$ cat config.mk
export PLATFORM = sky130hd
export DESIGN_NAME = axi_burst_addr_gen
export DESIGN_NICKNAME = d
export VERILOG_FILES = /design/src/rtl/axi_burst_addr_gen.sv
export SDC_FILE = /design/constraint.sdc
export NUM_CORES = 1
export LEC_CHECK = 0
export ABC_CLOCK_PERIOD_IN_PS = 8400
export CORE_MARGIN = 4
export CORE_UTILIZATION = 34
export CTS_CLUSTER_DIAMETER = 120
export DETAILED_ROUTE_END_ITERATION = 10
export SYNTH_ARGS = -nofsm -noshare
export SYNTH_HDL_FRONTEND = slang
export SYNTH_SLANG_ARGS = --single-unit
$ cat constraint.sdc
create_clock -name clk_i -period 8.4 [get_ports clk_i]
set_input_delay 1.68 -clock clk_i [delete_from_list [all_inputs] [get_ports clk_i]]
set_output_delay 1.68 -clock clk_i [all_outputs]
set_load 0.01 [all_outputs]
$ cat src/rtl/axi_burst_addr_gen.sv
// Per-beat AXI address sequencer: one burst descriptor in, one beat record per cycle out.
// Optional 4 KB page / oversize check enabled by defining AXI_BURST_BOUNDARY_CHECK_EN.
module axi_burst_addr_gen #(
  parameter int AddrWidth = 32,
  parameter int IdWidth   = 4,
  parameter int DataWidth = 64
) (
  input  logic                 clk_i,
  input  logic                 rst_ni,
  input  logic                 req_valid_i,
  output logic                 req_ready_o,
  input  logic [AddrWidth-1:0] req_addr_i,
  input  logic [7:0]           req_len_i,
  input  logic [2:0]           req_size_i,
  input  logic [1:0]           req_burst_i,
  input  logic [IdWidth-1:0]   req_id_i,
  output logic                 beat_valid_o,
  input  logic                 beat_ready_i,
  output logic [AddrWidth-1:0] beat_addr_o,
  output logic [7:0]           beat_idx_o,
  output logic                 beat_last_o,
  output logic [IdWidth-1:0]   beat_id_o,
  output logic                 busy_o,
  output logic                 err_o
);

  localparam int              MaxSize  = $clog2(DataWidth / 8);
  localparam logic [2:0]      MaxSizeL = 3'(MaxSize);

  typedef enum logic [1:0] {
    BurstFixed = 2'b00,
    BurstIncr  = 2'b01,
    BurstWrap  = 2'b10,
    BurstRsvd  = 2'b11
  } burst_e;

  typedef enum logic {
    StIdle,
    StBurst
  } state_e;

  state_e state_q, state_d;

  logic [AddrWidth-1:0] addr_q;
  logic [AddrWidth-1:0] base_q;
  logic [AddrWidth-1:0] off_q;
  logic [AddrWidth-1:0] mask_q;
  logic [AddrWidth-1:0] bytes_q;
  logic [7:0]           idx_q;
  logic [7:0]           len_q;
  logic [IdWidth-1:0]   id_q;
  logic                 fixed_q;

  // Descriptor decode (legalised size and burst type)
  logic [2:0]           size_eff;
  logic [AddrWidth-1:0] bytes_in;
  logic [AddrWidth-1:0] aligned_in;
  logic [AddrWidth-1:0] mask_in;
  logic                 wrap_legal;
  logic                 fixed_in;
  logic [2:0]           len_log2;
  logic [3:0]           wrap_sh;

  logic                 load;
  logic                 step;
  logic [AddrWidth-1:0] off_next;

  // NOTE: every signal assigned in always_comb gets a default first so no latch is inferred.
  always_comb begin
    size_eff   = (req_size_i > MaxSizeL) ? MaxSizeL : req_size_i;
    bytes_in   = AddrWidth'(1) << size_eff;
    aligned_in = req_addr_i & ~(bytes_in - AddrWidth'(1));
    fixed_in   = (burst_e'(req_burst_i) == BurstFixed);
    wrap_legal = 1'b0;
    len_log2   = 3'd0;
    if (burst_e'(req_burst_i) == BurstWrap) begin
      case (req_len_i)
        8'd1:    begin wrap_legal = 1'b1; len_log2 = 3'd1; end
        8'd3:    begin wrap_legal = 1'b1; len_log2 = 3'd2; end
        8'd7:    begin wrap_legal = 1'b1; len_log2 = 3'd3; end
        8'd15:   begin wrap_legal = 1'b1; len_log2 = 3'd4; end
        default: begin wrap_legal = 1'b0; len_log2 = 3'd0; end
      endcase
    end
    wrap_sh = {1'b0, size_eff} + {1'b0, len_log2};
    // INCR (and every demoted WRAP) is a wrap over the whole address space.
    mask_in = wrap_legal ? ~({AddrWidth{1'b1}} << wrap_sh) : {AddrWidth{1'b1}};
  end

  // Output process
  always_comb begin
    beat_valid_o = (state_q == StBurst);
    busy_o       = (state_q == StBurst);
    beat_last_o  = (state_q == StBurst) && (idx_q == len_q);
    req_ready_o  = (state_q == StIdle) || (beat_last_o && beat_ready_i);
  end

  assign load = req_valid_i && req_ready_o;
  assign step = beat_valid_o && beat_ready_i && !beat_last_o;

  // Next-state process
  always_comb begin
    state_d = state_q;
    case (state_q)
      StIdle: begin
        if (req_valid_i) state_d = StBurst;
      end
      StBurst: begin
        if (beat_ready_i && beat_last_o) state_d = req_valid_i ? StBurst : StIdle;
      end
      default: state_d = StIdle;
    endcase
  end

  // State register
  // NOTE: sequential state uses non-blocking assignments so all registers update together.
  always_ff @(posedge clk_i) begin
    if (!rst_ni) state_q <= StIdle;
    else         state_q <= state_d;
  end

  assign off_next = (off_q + bytes_q) & mask_q;

  always_ff @(posedge clk_i) begin
    if (!rst_ni) begin
      addr_q  <= '0;
      base_q  <= '0;
      off_q   <= '0;
      mask_q  <= '0;
      bytes_q <= '0;
      idx_q   <= '0;
      len_q   <= '0;
      id_q    <= '0;
      fixed_q <= 1'b0;
    end else if (load) begin
      addr_q  <= req_addr_i;
      base_q  <= aligned_in & ~mask_in;
      off_q   <= aligned_in & mask_in;
      mask_q  <= mask_in;
      bytes_q <= bytes_in;
      idx_q   <= '0;
      len_q   <= req_len_i;
      id_q    <= req_id_i;
      fixed_q <= fixed_in;
    end else if (step) begin
      idx_q <= idx_q + 8'd1;
      if (!fixed_q) begin
        off_q  <= off_next;
        addr_q <= base_q | off_next;
      end
    end
  end

  assign beat_addr_o = addr_q;
  assign beat_idx_o  = idx_q;
  assign beat_id_o   = id_q;

`ifdef AXI_BURST_BOUNDARY_CHECK_EN
  // Extra headroom so a burst running past the top of the address space reads as a page cross.
  localparam int ExtWidth = AddrWidth + 16;

  logic [ExtWidth-1:0] last_byte;
  logic                page_cross;
  logic                size_err;
  logic                err_q;

  always_comb begin
    last_byte  = ExtWidth'(aligned_in)
               + ((ExtWidth'(req_len_i) + ExtWidth'(1)) << size_eff)
               - ExtWidth'(1);
    page_cross = !fixed_in && !wrap_legal
               && ((last_byte >> 12) != (ExtWidth'(req_addr_i) >> 12));
    size_err   = (req_size_i > MaxSizeL);
  end

  always_ff @(posedge clk_i) begin
    if (!rst_ni) err_q <= 1'b0;
    else         err_q <= load && (page_cross || size_err);
  end

  assign err_o = err_q;
`else
  assign err_o = 1'b0;
`endif

endmodule

Run 1, routed clock nets over the placement:
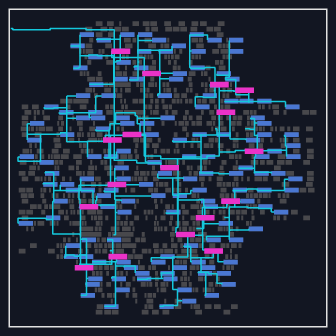
flip-flops: marked blue, count 142. clock wires: marked cyan, length 2020 µm. clock-net drivers: marked magenta, count 17.
There are 18 routed clock nets.

Run 1, clock routing:
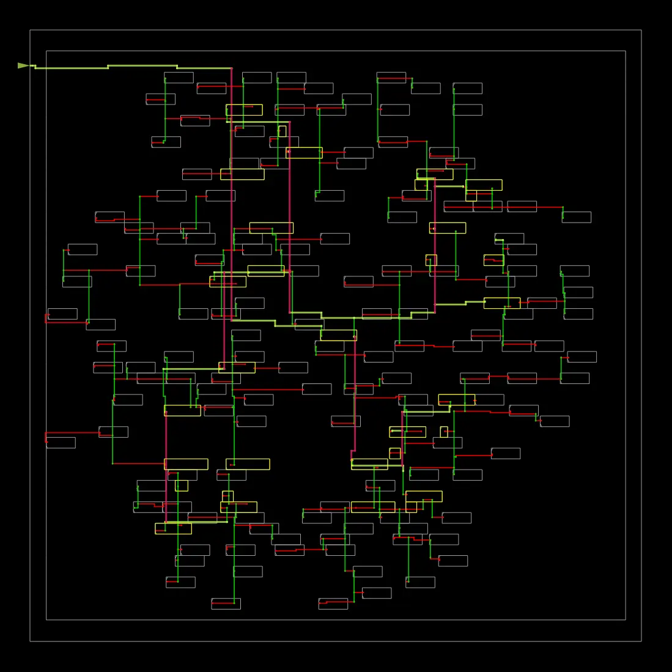
CLK BUF: 18
Seq cells: 142
CTS Buf Count: 17
clk pwr: 842 µW

Run 1, floorplan with the power grid:
The bar under the picture is 50 µm long. Pins as bars on the die edge.
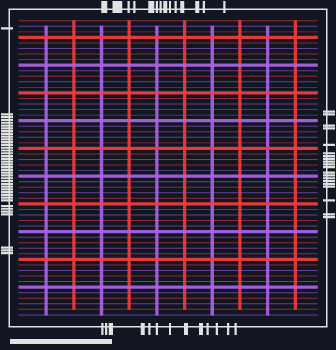
VSS: marked purple. VDD: marked red.
102 signal pins sit on the boundary. 10 straps on met4. The core has 53 rows.
core area: 21200 µm²
Die Y: 155 µm
Die W: 155 µm
peak supply drop: 0.134 mV

## run 1: worst min-delay path by stage
stage,cells past startpoint,end,slack (ps),startpoint
floorplan,2,base_q[7],430,base_q[7]
global placement,2,base_q[22],440,base_q[22]
detailed placement,2,base_q[8],440,base_q[8]
CTS,2,base_q[8],450,base_q[8]
global route,2,base_q[20],460,base_q[20]
finish,2,base_q[17],450,base_q[17]
## run 1: final cells by class
| type | instances | area [µm²] | area share, % |
|---|---|---|---|
| multi-input cells | 662 | 4120 | 45.2 |
| flip-flops and latches | 142 | 2840 | 31.2 |
| repair buffers | 110 | 1070 | 11.8 |
| clock buffers | 18 | 439 | 4.82 |
| well taps | 275 | 344 | 3.78 |
| clock inverters | 14 | 215 | 2.36 |
| inverters | 22 | 83.8 | 0.920 |
## run 1: cells in the mapped netlist (16+ instances only)
library cell,count,area (µm²)
dfxtp_1,142,2840
nand2_1,95,357
a21oi_1,80,400
nand3_1,65,325
nor2_1,48,180
clkbuf_1,36,135
nor3_1,33,165
o21ai_0,32,160
a211oi_1,29,218
buf_2,21,105
xnor2_1,20,175
inv_1,19,71.3
or3_1,19,119
o311a_1,16,160
## run 1: registers in the layout, summed over array words and instances, names as in the netlist
register / cells
beat_valid_o: 1
len_q: 8
base_q: 32
beat_idx_o: 8
fixed_q: 1
beat_addr_o: 32
beat_id_o: 4
mask_q: 16
bytes_q: 8
off_q: 32
## run 1: through the flow
| stage | cell area, µm² | setup slack [ps] | utilization, % | total power, mW | std cells |
|---|---|---|---|---|---|
| CTS | 9110 | 3550 | 43.1 | 1.90 | 1243 |
| finish | 9110 | 3460 | 43.1 | 1.88 | 1243 |
| floorplan | 7340 | 4120 | - | 0.939 | 894 |
| detailed placement | 8460 | 3130 | 40.0 | 1.05 | 1211 |
| global placement | 8460 | 3230 | 40.0 | 1.05 | 1211 |
| global route | 9110 | 3140 | 43.1 | 1.96 | 1243 |
## run 1: logic make-up after synthesis
logic type               Yosys count  share of synthesized area, %
adder cells (fa/ha/maj)           15                          2.76
XOR/XNOR                          33                          3.94
AND/OR/NAND/NOR                  353                          24.4
other                              2                         0.102
AND-OR/OR-AND                    243                          22.5
flip-flops                       142                          38.8
multiplexers                      14                          2.08
buffers and inverters             90                          5.44
## run 1: metal layers
layer / vias to the layer above / routed length (µm) / share of wire (%) / global-route usage, %
li1: 3414 / - / - / -
met1: 3250 / 10400 / 48 / 25.2
met2: 215 / 9290 / 43 / 26.9
met3: 26 / 1460 / 6.8 / 4.56
met4: 0 / 345 / 1.6 / 6.18
met5: - / 0 / 0 / 0
## run 1: report_power, final
part | switching (mW) | total, mW | internal (mW) | leakage [nW]
combinational | 0.156 | 0.284 | 0.128 | 1.83
sequential | 0.0382 | 0.757 | 0.718 | 1.16
clock | 0.308 | 0.842 | 0.534 | 0.305
## run 1: critical path, stage by stage
cell,delay (ps)
clkdlybuf4s50_1,430
nor4b_1,400
and2_1,230
nor3b_1,220
ha_1,200
inv_1,50
fa_1,410
xor2_1,530
nor3b_1,630
a21boi_0,190
o21ai_0,180
a31oi_1,60
==> qor.csv, run 1 <==
metric,value,unit
max_cap viols,0,
status,"finished, final reports clean",
GRT Residual Overflow,0,
clk_skew,14.0,ps
CP required,8680,ps
GRT Util Overall,18.0,%
Post-Synthesis Cell Area,7340,µm²
Num Clock Sinks,142,
count of cell types in the netlist,66,
Setup TNS,0,ps
Post-CTS Setup Inserts,0,
Lkg Pwr,3.30,nW
startpoint types,input pin,
Final Hold Vio Count,0,
Clock Tree Buf Depth,2,
Crit Path Category,in2reg,
initial antenna violation count,0,
critical path arrival,5220,ps
r2r endpoint,beat_addr_o[30],
fin crit share,58.9,%
number of global-route vias before repair,6663,
worst setup path endpoint,off_q[1],
# port buffers,100,
RSZ-0062 raised after global routing,false,
Post-Syn Instances,892,
pwr dens,207,nW/µm²
fp util,34.7,%
# Cells Yosys,892,
first-pass GRT wire length,35100,µm
Iter 0 DRT Violations,517,
Nets,1023,
Routed Antenna Nets,0,
DRT Pass-1 Iters,5,
Routability Congestion,0.826,
worst-path fanout max,9,
Inserted Diodes,0,
worst relative slew slack,31.2,%
post-DP HPWL,14000,µm
clock latency on the worst-skew pair,440,ps
Max Clock Freq,0.202,GHz
"Top FF cell, synth",dfxtp_1,
fraction of registers with async set/reset,0,%
Hold WC Path Type,reg2reg,
average size of a mapped cell,8.22,µm²
Setup crit start,req_len_i[6],
TritonCTS clock tree,yes,
most frequent logic cell in the layout,dfxtp_1,
"Reg clk slew, reported paths",60,ps
Post-synth EDFFs,0,
PostCTS Resize Cnt,0,
largest net degree at the start of global routing,81,
io pins,102,
Final Routed Wirelength,21500,µm
hold_buf cts,0,
DRC,0,
Worst-Margin Slew,1030,ps
"Seq/Total Area, Yosys",38.8,%
fin. max-slew vios,0,
routed vias,6905,
Die ar.,24000,µm²
# setup viols final,0,
minimum clock period,4940,ps
num rows,53,
Yosys chip area,7340,µm²
routed wire length per instance,17.3,µm
reg2reg path depth,8,
share of layout cells above drive strength 1,7.33,%
Filler cells,2109,
Ys Warns,0,
nature of the critical path endpoint,flop,
tool warnings,26,
Worst R2R Start,beat_idx_o[0],
flop2flop setup slack,4660,ps
Top cells excl fill/tap,"dfxtp_1 (142), clkdlybuf4s50_1 (99), nand2_1 (95), a21oi_1 (80), nand3_1 (65)",
H-Tree Depth,4,
"Registers, synthesis",142,
root buf cell,clkbuf_16,
WHS,449,ps
Vias per Instance,5.56,
Layout area overhead,24.2,%
Run 1, wiring by layer:
The bar under the picture is 50 µm long. Only two layers are drawn.
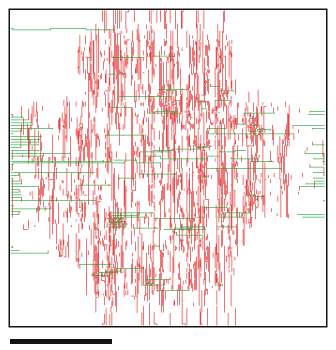

==> inputs of run 2 (changes only) <==
- ABC_CLOCK_PERIOD_IN_PS: 8400 -> 4600
- clock period: 8.4 -> 4.6 ns (I/O delays scaled with it)
Run 2, wiring by layer:
The bar under the picture is 50 µm long. Only two layers are drawn.
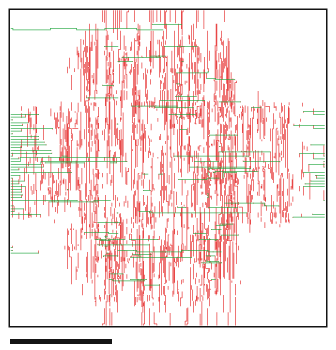
M3: marked green, wire length 1560 µm. M2: marked red, wire length 9320 µm.

==> qor.csv, run 2 <==
metric,value,unit,change
status,"finished, final reports clean",,
post-DP HPWL,14500,µm,+3.7%
max_cap viols,0,,unchanged
startpoint types,input pin,,
Top cells excl fill/tap,"dfxtp_1 (142), clkdlybuf4s50_1 (99), nand2_1 (95), a21oi_1 (80), nand3_1 (65)",,
Yosys top cell by area,dfxtp_1,,
Commonest cells post-synth,"dfxtp_1 (142), nand2_1 (95), a21oi_1 (80), nand3_1 (65), nor2_1 (48)",,
TritonCTS clock tree,yes,,
CP bufs+invs,3,,+1
Routed Antenna Nets,0,,unchanged
critical path arrival,4060,ps,-1160 ps
Top logic family,simple AND/OR/NAND/NOR gates,,
Layout area overhead,24.4,%,
"Reg clk slew, reported paths",60,ps,about the same
adder share,2.76,%,unchanged
CP Cell Sequence,clkdlybuf4s50_1 -> nor4b_1 -> and2_1 -> nor3b_1 -> ha_1 -> inv_1 -> fa_1 -> xor2_1 -> buf_4 -> nor3b_1 -> a21boi_0 -> o21ai_0 -> a31oi_1,,
Max Clock Freq,0.266,GHz,
share of layout cells above drive strength 1,7.62,%,+0.29 points
"Seq/Total Area, Yosys",38.8,%,unchanged
CP required,4900,ps,-3780 ps
Post-CTS Setup Inserts,0,,unchanged
Routability Congestion,0.848,,+2.7%
PostCTS Resize Cnt,0,,unchanged
first-pass GRT wire length,35700,µm,+1.6%
routed vias,6963,,+0.84%
slowest cell delay on critical path,510,ps,-120 ps
Ys Warns,0,,unchanged
"most used cell, CP",nor3b_1,,
# port buffers,100,,unchanged
largest net degree at the start of global routing,79,,-2.5%
Yosys chip area,7340,µm²,unchanged
"CP delay by family, top",simple AND/OR/NAND/NOR gates,,
average size of a mapped cell,8.22,µm²,unchanged
num rows,53,,unchanged
DRC,0,,unchanged
Vias per Instance,5.58,,+0.52%
fin crit share,81.7,%,
Iter 0 DRT Violations,542,,+4.8%
fp util,34.7,%,unchanged
Die Y,155,µm,unchanged
Top cell area share,38.8,%,unchanged
# setup viols final,0,,unchanged
Setup TNS,0,ps,unchanged
clock latency on the worst-skew pair,430,ps,about the same
io pins,102,,unchanged
Die ar.,24000,µm²,unchanged
Synth top cell by count,dfxtp_1,,
DRT Pass-1 Iters,5,,unchanged
Post-Syn Instances,892,,unchanged
Run 2, placement by cell class:
Fill, decap, tap and diode cells in gray.
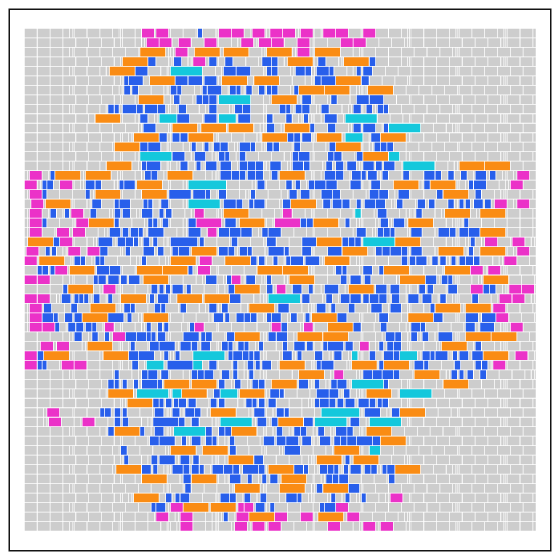
registers: marked orange, cells 142. remaining buffers and delay cells: marked magenta, cells 114. remaining logic cells: marked blue, cells 684. clock drivers and dummy loads: marked cyan, cells 31.

-- run 2: tightest hold or removal path: cells and delay by family, from the launching register on --
| family | cells | cell delay [ps] |
|---|---|---|
| compound gates | 1 | 50 |
| flops | 1 | 300 |
| simple gates | 1 | 50 |
-- run 2: final timing paths --
kind                endpoint  slack [ps]  cells after the start
setup / recovery    off_q[1]         840                     13
hold / removal    base_q[19]         450                      2
setup reg to reg   off_q[12]        1220                      7
hold reg to reg   base_q[19]         450                      2
-- run 2: logic make-up after synthesis --
kind of cell | after synthesis
other | 2
XOR/XNOR | 33
adder cells (fa/ha/maj) | 15
AND-OR/OR-AND | 243
buffers and inverters | 90
flip-flops | 142
AND/OR/NAND/NOR | 353
multiplexers | 14
-- run 2: area by class of cell --
type | count | area (µm²)
fillers | 2134 | 12000
multi-input cells | 662 | 4120
flip-flops and latches | 142 | 2840
repair buffers | 114 | 1130
clock buffers | 23 | 508
well taps | 275 | 344
clock inverters | 8 | 103
inverters | 22 | 83.8
diodes | 1 | 2.50
-- run 2: stage by stage --
| stage | worst slack [ps] | power, mW | std cells | util [%] | area [µm²] |
|---|---|---|---|---|---|
| finish | 842 | 3.34 | 1247 | 43.1 | 9130 |
| global placement | 498 | 1.93 | 1215 | 40.2 | 8510 |
| CTS | 861 | 3.36 | 1246 | 43.1 | 9120 |
| detailed placement | 427 | 1.93 | 1215 | 40.2 | 8510 |
| floorplan | 1080 | 1.72 | 894 | - | 7340 |
| global route | 590 | 3.47 | 1246 | 43.1 | 9120 |
-- run 2: power breakdown --
| group | internal [mW] | switching [mW] |
|---|---|---|
| Clock | 0.884 | 0.547 |
| Combinational | 0.240 | 0.286 |
| Sequential | 1.31 | 0.0709 |
-- run 2: metal layers --
metal | share of wire [%] | track usage [%]
met2 | 42 | 26.8
met3 | 7.1 | 4.73
met5 | 0 | 0
met1 | 48 | 25.7
met4 | 2.3 | 6.81
Power figures rest on the tool's default switching activity, not on a simulated workload.
